### Signal wires by layer

Drawn at 4 px/um. Two of the layers only.
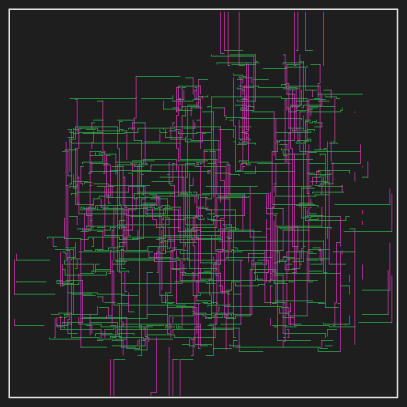
### Signal wires on met2

Drawn at 4 px/um.
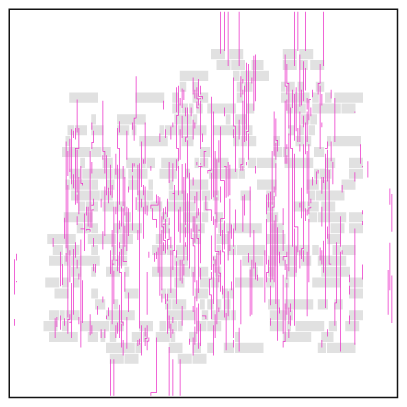
### Cell placement

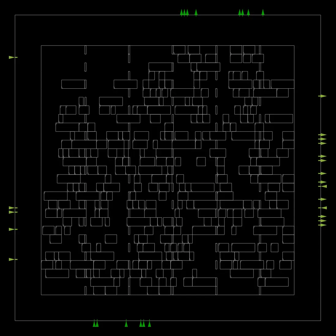
### I/O pins on the die edge

Drawn at 4 px/um. Pins as bars across the die edge, other pins in gray.
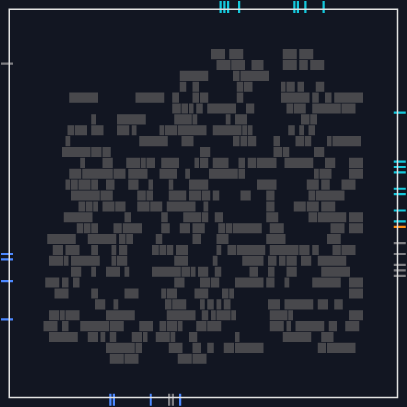
File: src/rtl/pmc_readout_ctrl_if.sv
// Host-side bus of the pixel-matrix readout controller.
// Optional interrupt signals are present only with PMC_READOUT_CTRL_IRQ_EN defined.
interface pmc_readout_ctrl_if;
  localparam int unsigned DIV_W = 8;
  localparam int unsigned CNT_W = 16;

  logic             start;
  logic             abort;
  logic [DIV_W-1:0] clk_div;
  logic             cnt_clr;
  logic             sh;
  logic             pclk;
  logic             busy;
  logic             done;
  logic [CNT_W-1:0] frame_cnt;
`ifdef PMC_READOUT_CTRL_IRQ_EN
  logic             irq_clr;
  logic             irq;
`endif

  // Host side: issues requests, observes status
  modport master (
    output start, abort, clk_div, cnt_clr,
`ifdef PMC_READOUT_CTRL_IRQ_EN
    output irq_clr,
    input  irq,
`endif
    input  sh, pclk, busy, done, frame_cnt
  );

  // Controller side
  modport slave (
    input  start, abort, clk_div, cnt_clr,
`ifdef PMC_READOUT_CTRL_IRQ_EN
    input  irq_clr,
    output irq,
`endif
    output sh, pclk, busy, done, frame_cnt
  );
endinterface

File: src/rtl/pmc_readout_ctrl.sv
// Pixel-matrix readout controller: shifts one 16-bit frame per start request,
// emitting sh (frame window) and pclk (bit strobe) with div-programmable spacing.
// Optional feature macro: PMC_READOUT_CTRL_IRQ_EN adds irq_clr/irq.
// Outputs are registered from next-state values so they change with the state.
module pmc_readout_ctrl (
  input  logic               clk,
  input  logic               rst_n,
  pmc_readout_ctrl_if.slave  bus
);
  localparam int unsigned DIV_W = 8;
  localparam int unsigned BIT_W = 4;
  localparam int unsigned CNT_W = 16;

  typedef enum logic [2:0] {
    IDLE  = 3'd0,
    SETUP = 3'd1,
    PULSE = 3'd2,
    GAP   = 3'd3,
    HOLD  = 3'd4
  } state_t;

  state_t           state_q, state_d;
  logic [DIV_W-1:0] div_q, div_d;
  logic [DIV_W-1:0] tmr_q, tmr_d;
  logic [BIT_W-1:0] bit_q, bit_d;
  logic [CNT_W-1:0] fcnt_q, fcnt_d;
  logic             sh_q, sh_d;
  logic             pclk_q, pclk_d;
  logic             busy_q, busy_d;
  logic             done_q, done_d;
  logic             complete;
`ifdef PMC_READOUT_CTRL_IRQ_EN
  logic             irq_q, irq_d;
`endif

  // Next-state, timer, counters and next output values
  always_comb begin
    state_d  = state_q;
    div_d    = div_q;
    tmr_d    = tmr_q;
    bit_d    = bit_q;
    fcnt_d   = fcnt_q;
    complete = 1'b0;

    if (state_q != IDLE && bus.abort) begin
      state_d = IDLE;
      bit_d   = '0;
      tmr_d   = '0;
    end else begin
      case (state_q)
        IDLE: begin
          if (bus.start && !bus.abort) begin
            div_d   = bus.clk_div;
            tmr_d   = bus.clk_div;
            state_d = SETUP;
          end
        end
        SETUP, GAP: begin
          if (tmr_q == '0) state_d = PULSE;
          else             tmr_d   = tmr_q - DIV_W'(1);
        end
        PULSE: begin
          bit_d   = bit_q + BIT_W'(1);
          tmr_d   = div_q;
          state_d = (bit_q == '1) ? HOLD : GAP;
        end
        HOLD: begin
          if (tmr_q == '0) begin
            state_d  = IDLE;
            bit_d    = '0;
            complete = 1'b1;
          end else begin
            tmr_d = tmr_q - DIV_W'(1);
          end
        end
        default: begin
          state_d = IDLE;
          bit_d   = '0;
          tmr_d   = '0;
        end
      endcase
    end

    // A completion coinciding with a clear counts as the first frame after it
    if (bus.cnt_clr)   fcnt_d = complete ? CNT_W'(1) : '0;
    else if (complete) fcnt_d = fcnt_q + CNT_W'(1);

    sh_d   = (state_d != IDLE);
    busy_d = (state_d != IDLE);
    pclk_d = (state_d == PULSE);
    done_d = complete;
  end

`ifdef PMC_READOUT_CTRL_IRQ_EN
  // Sticky interrupt: a new completion wins over a simultaneous clear
  always_comb begin
    irq_d = irq_q;
    if (complete)         irq_d = 1'b1;
    else if (bus.irq_clr) irq_d = 1'b0;
  end
`endif

  // State and output registers with synchronous reset
  always_ff @(posedge clk) begin
    if (!rst_n) begin
      state_q <= IDLE;
      div_q   <= '0;
      tmr_q   <= '0;
      bit_q   <= '0;
      fcnt_q  <= '0;
      sh_q    <= 1'b0;
      pclk_q  <= 1'b0;
      busy_q  <= 1'b0;
      done_q  <= 1'b0;
`ifdef PMC_READOUT_CTRL_IRQ_EN
      irq_q   <= 1'b0;
`endif
    end else begin
      state_q <= state_d;
      div_q   <= div_d;
      tmr_q   <= tmr_d;
      bit_q   <= bit_d;
      fcnt_q  <= fcnt_d;
      sh_q    <= sh_d;
      pclk_q  <= pclk_d;
      busy_q  <= busy_d;
      done_q  <= done_d;
`ifdef PMC_READOUT_CTRL_IRQ_EN
      irq_q   <= irq_d;
`endif
    end
  end

  assign bus.sh        = sh_q;
  assign bus.pclk      = pclk_q;
  assign bus.busy      = busy_q;
  assign bus.done      = done_q;
  assign bus.frame_cnt = fcnt_q;
`ifdef PMC_READOUT_CTRL_IRQ_EN
  assign bus.irq       = irq_q;
`endif

endmodule

File: src/flat_wrapper.sv
// flat-port wrapper written by rule: the top's interface ports become plain ports
module pmc_readout_ctrl_flat 
  (clk, rst_n, bus_start, bus_abort, bus_clk_div, bus_cnt_clr, bus_sh, bus_pclk, bus_busy, bus_done, bus_frame_cnt);
  pmc_readout_ctrl_if bus_i ();
  input  logic clk;
  input  logic rst_n;
  input wire logic [$bits(bus_i.start)-1:0] bus_start;
  input wire logic [$bits(bus_i.abort)-1:0] bus_abort;
  input wire logic [$bits(bus_i.clk_div)-1:0] bus_clk_div;
  input wire logic [$bits(bus_i.cnt_clr)-1:0] bus_cnt_clr;
  output wire logic [$bits(bus_i.sh)-1:0] bus_sh;
  output wire logic [$bits(bus_i.pclk)-1:0] bus_pclk;
  output wire logic [$bits(bus_i.busy)-1:0] bus_busy;
  output wire logic [$bits(bus_i.done)-1:0] bus_done;
  output wire logic [$bits(bus_i.frame_cnt)-1:0] bus_frame_cnt;
  assign bus_i.start = bus_start;
  assign bus_i.abort = bus_abort;
  assign bus_i.clk_div = bus_clk_div;
  assign bus_i.cnt_clr = bus_cnt_clr;
  assign bus_sh = bus_i.sh;
  assign bus_pclk = bus_i.pclk;
  assign bus_busy = bus_i.busy;
  assign bus_done = bus_i.done;
  assign bus_frame_cnt = bus_i.frame_cnt;
  pmc_readout_ctrl u_core (.clk(clk), .rst_n(rst_n), .bus(bus_i));
endmodule
File: config.mk
export PLATFORM = sky130hd
export DESIGN_NAME = pmc_readout_ctrl_flat
export DESIGN_NICKNAME = d
export VERILOG_FILES = /design/src/rtl/pmc_readout_ctrl_if.sv /design/src/rtl/pmc_readout_ctrl.sv /design/src/flat_wrapper.sv
export SDC_FILE = /design/constraint.sdc
export NUM_CORES = 1
export LEC_CHECK = 0
export ABC_AREA = 0
export CELL_PAD_IN_SITES_DETAIL_PLACEMENT = 0
export CELL_PAD_IN_SITES_GLOBAL_PLACEMENT = 2
export CORE_MARGIN = 8
export CORE_UTILIZATION = 35
export DETAILED_ROUTE_END_ITERATION = 6
export PLACE_DENSITY = 0.83
export SLEW_MARGIN = 20
export SYNTH_ARGS = -nofsm -noshare
export SYNTH_HDL_FRONTEND = slang
export SYNTH_SLANG_ARGS = --single-unit
File: constraint.sdc
create_clock -name clk -period 2.9 [get_ports clk]
set_input_delay 0.58 -clock clk [delete_from_list [all_inputs] [get_ports clk]]
set_output_delay 0.58 -clock clk [all_outputs]
set_load 0.005 [all_outputs]
==> notes.md <==
flow finished, numbers: fin util 43.9%, GRT Total Usage 13.2%, largest net degree at the start of global routing 15, Tool Warnings 27, CP arrival 2.44 ns, Total Power ~0.0022 W, HPWL Detailed 4.62 mm, initial antenna violation count 0, Clock power frac a little under a fifth, Largest logic family simple AND/OR/NAND/NOR gates, setup TNS 0 ns, Rows 29, H-tree depth 2, I/O pin total 33, net switching power just over 0.0009 W, XOR/XNOR Area Share between 2 and 3%, Syn-to-layout area delta 21.6%, Final min period around 2.3 ns, Reg power frac a little over a third, die area 0.00935 sq mm, clk root buf clkbuf_8, Top cells excl fill/tap dfxtp_1, clkdlybuf4s50_1, a21oi_1, nand2_1, o21ai_0, R2R setup slack 0.63 ns, hold_ws approximately 0.47 ns, Critical Path RT a little over 3 ns, Synth Flop Type dfxtp_1, post-synth cell types about 55, adder-cell share of the synthesized area around 2.6%, final net count 321, Pint between 0.001 and 0.0015 W, Yosys Chip Area about 0.0023 sq mm, Post-CTS Setup Inserts 0, post-synthesis instance total 274, maxcap violations 0, post-CTS resize count 0, WS Path Type flop to flop, combinational power share a little under half, Worst Hold Class flop to flop, AND/OR/NAND/NOR Cells, Area Fraction a little over a quarter, Iter 0 DRT Violations between 100 and 150, Antenna Nets Post-Route 0, core area 0.00631 sq mm, hold buffer count at cts 0, Vias/cell 5.56, global-route wire length before repair 10.6 mm, number of antenna diodes 0, slew margin rel. a little under three fifths, Yosys warning total 0, final count of negative-setup-slack endpoints 0, ys async rst share 0%, Syn Nets 291, TritonCTS Buffers 5, status completed, Top cell excl fill/tap dfxtp_1, Post-route DRC 0, sequential fraction of the synthesis area between 30% and 40%, share of layout cells above drive strength 1 under 10%, synthesized area per cell about 8.3 sq um, GP Congestion between 0.8 and 0.9, crit-path max FO 12, Final Hold Fails 0, Startpoint Class flop, Pre-Place Util between 30% and 40%
-- 'Signal wires by layer' (at the start) --
M2: marked magenta, wire length 3110 um. M1: marked green, wire length 2820 um.
Total Wirelength: 6.19 mm
vias: 2124

-- 'Signal wires on met2' (at the start) --
268 nets have wire on it. The longest straight run is 41.1 um.

-- 'Cell placement' (at the start) --
filler instances: 658
sequential cell area share: 30.3%

-- 'I/O pins on the die edge' (at the start) --
bus_frame_cnt: marked cyan, pins 16, direction output, edge 8 east, 8 north. bus_cnt_clr: marked orange, pins 1, direction input, edge east. bus_clk_div: marked blue, pins 8, direction input, edge 4 west, 4 south.
Die W: 96.7 um
IO buf count: 32
Die Height: 96.7 um

## worst max-delay path, stage by stage, from the launching register on
cell	delay, ns
dfxtp_1	0.37
inv_1	0.10
ha_1	0.16
nor3b_2	0.48
nand4_1	0.46
o311ai_0	0.45
o41ai_1	0.13
## cell usage after synthesis (all sizes together), types with 6 or more instances
cell / n / area (sq um)
dfxtp: 42 / 841
a21oi: 22 / 110
nand2: 20 / 75.1
o21ai: 20 / 100
nand3: 16 / 80.1
nor2: 16 / 60.1
clkbuf: 11 / 41.3
or3: 11 / 68.8
inv: 10 / 37.5
mux2i: 9 / 90.1
a21boi: 8 / 60.1
nand4: 7 / 43.8
xnor2: 6 / 52.6
## flip-flops by register name, summed over array words and instances, names as in the netlist
| name | flops |
|---|---|
| u_core.bus.pclk | 1 |
| u_core.tmr_q | 8 |
| u_core.state_q | 3 |
| u_core.bit_q | 4 |
| u_core.div_q | 8 |
| u_core.bus.frame_cnt | 16 |
| u_core.bus.sh | 1 |
| u_core.bus.done | 1 |
## cell type report
type                       count  area, sq um
clock buffer                   6         82.6
clock inverter                 2         12.5
fill                         658         3540
inverter                      10         37.5
multi-input combinational    207         1340
sequential                    42          841
tap                           77         96.3
timing repair buffer          38          365
## stage by stage
| stage | worst slack, ns | cell area (sq um) | instances |
|---|---|---|---|
| after floorplan | 1.11 | 2280 | 274 |
| after global placement | 0.480 | 2680 | 374 |
| after detailed placement | 0.451 | 2680 | 374 |
| after CTS | 0.587 | 2770 | 382 |
| after global routing | 0.339 | 2770 | 382 |
| final | 0.627 | 2770 | 382 |
## metal layers
| layer | wire [um] | track usage (%) |
|---|---|---|
| met1 | 2820 | 15.9 |
| met5 | 0 | 0 |
| met3 | 215 | 3.06 |
| met2 | 3110 | 22.9 |
| met4 | 46 | 3.55 |
## kinds of logic (layout without fill, tap and decap cells)
kind of cell / count (synthesis) / after routing
and+or+nand+nor: 105 / 105
buffers and inverters: 25 / 56
AOI/OAI and AO/OA: 80 / 80
DFF: 42 / 42
muxes: 10 / 10
adders and majority gates: 5 / 5
xor gates and xnor gates: 7 / 7
## power by group through the flow
| stage | clock network [W] | logic (W) | registers [W] |
|---|---|---|---|
| 6_report | 0.000404 | 0.000991 | 0.000788 |
| 5_1_grt | 0.000447 | 0.00110 | 0.000806 |
| 4_1_cts | 0.000420 | 0.000995 | 0.000789 |
| 3_5_place_dp | 0 | 0.000989 | 0.000803 |
| 3_3_place_gp | 0 | 0.000994 | 0.000803 |
| 2_1_floorplan | 0 | 0.000764 | 0.000740 |
## final timing paths
path,from,end,cells after the start
worst min-delay path,u_core.div_q[5],u_core.div_q[5],2
worst max register to register,u_core.tmr_q[0],u_core.bus.frame_cnt[14],6
worst max-delay path,u_core.tmr_q[0],u_core.bus.frame_cnt[14],6
worst min register to register,u_core.div_q[5],u_core.div_q[5],2
Power is estimated from default activity; no workload was simulated.
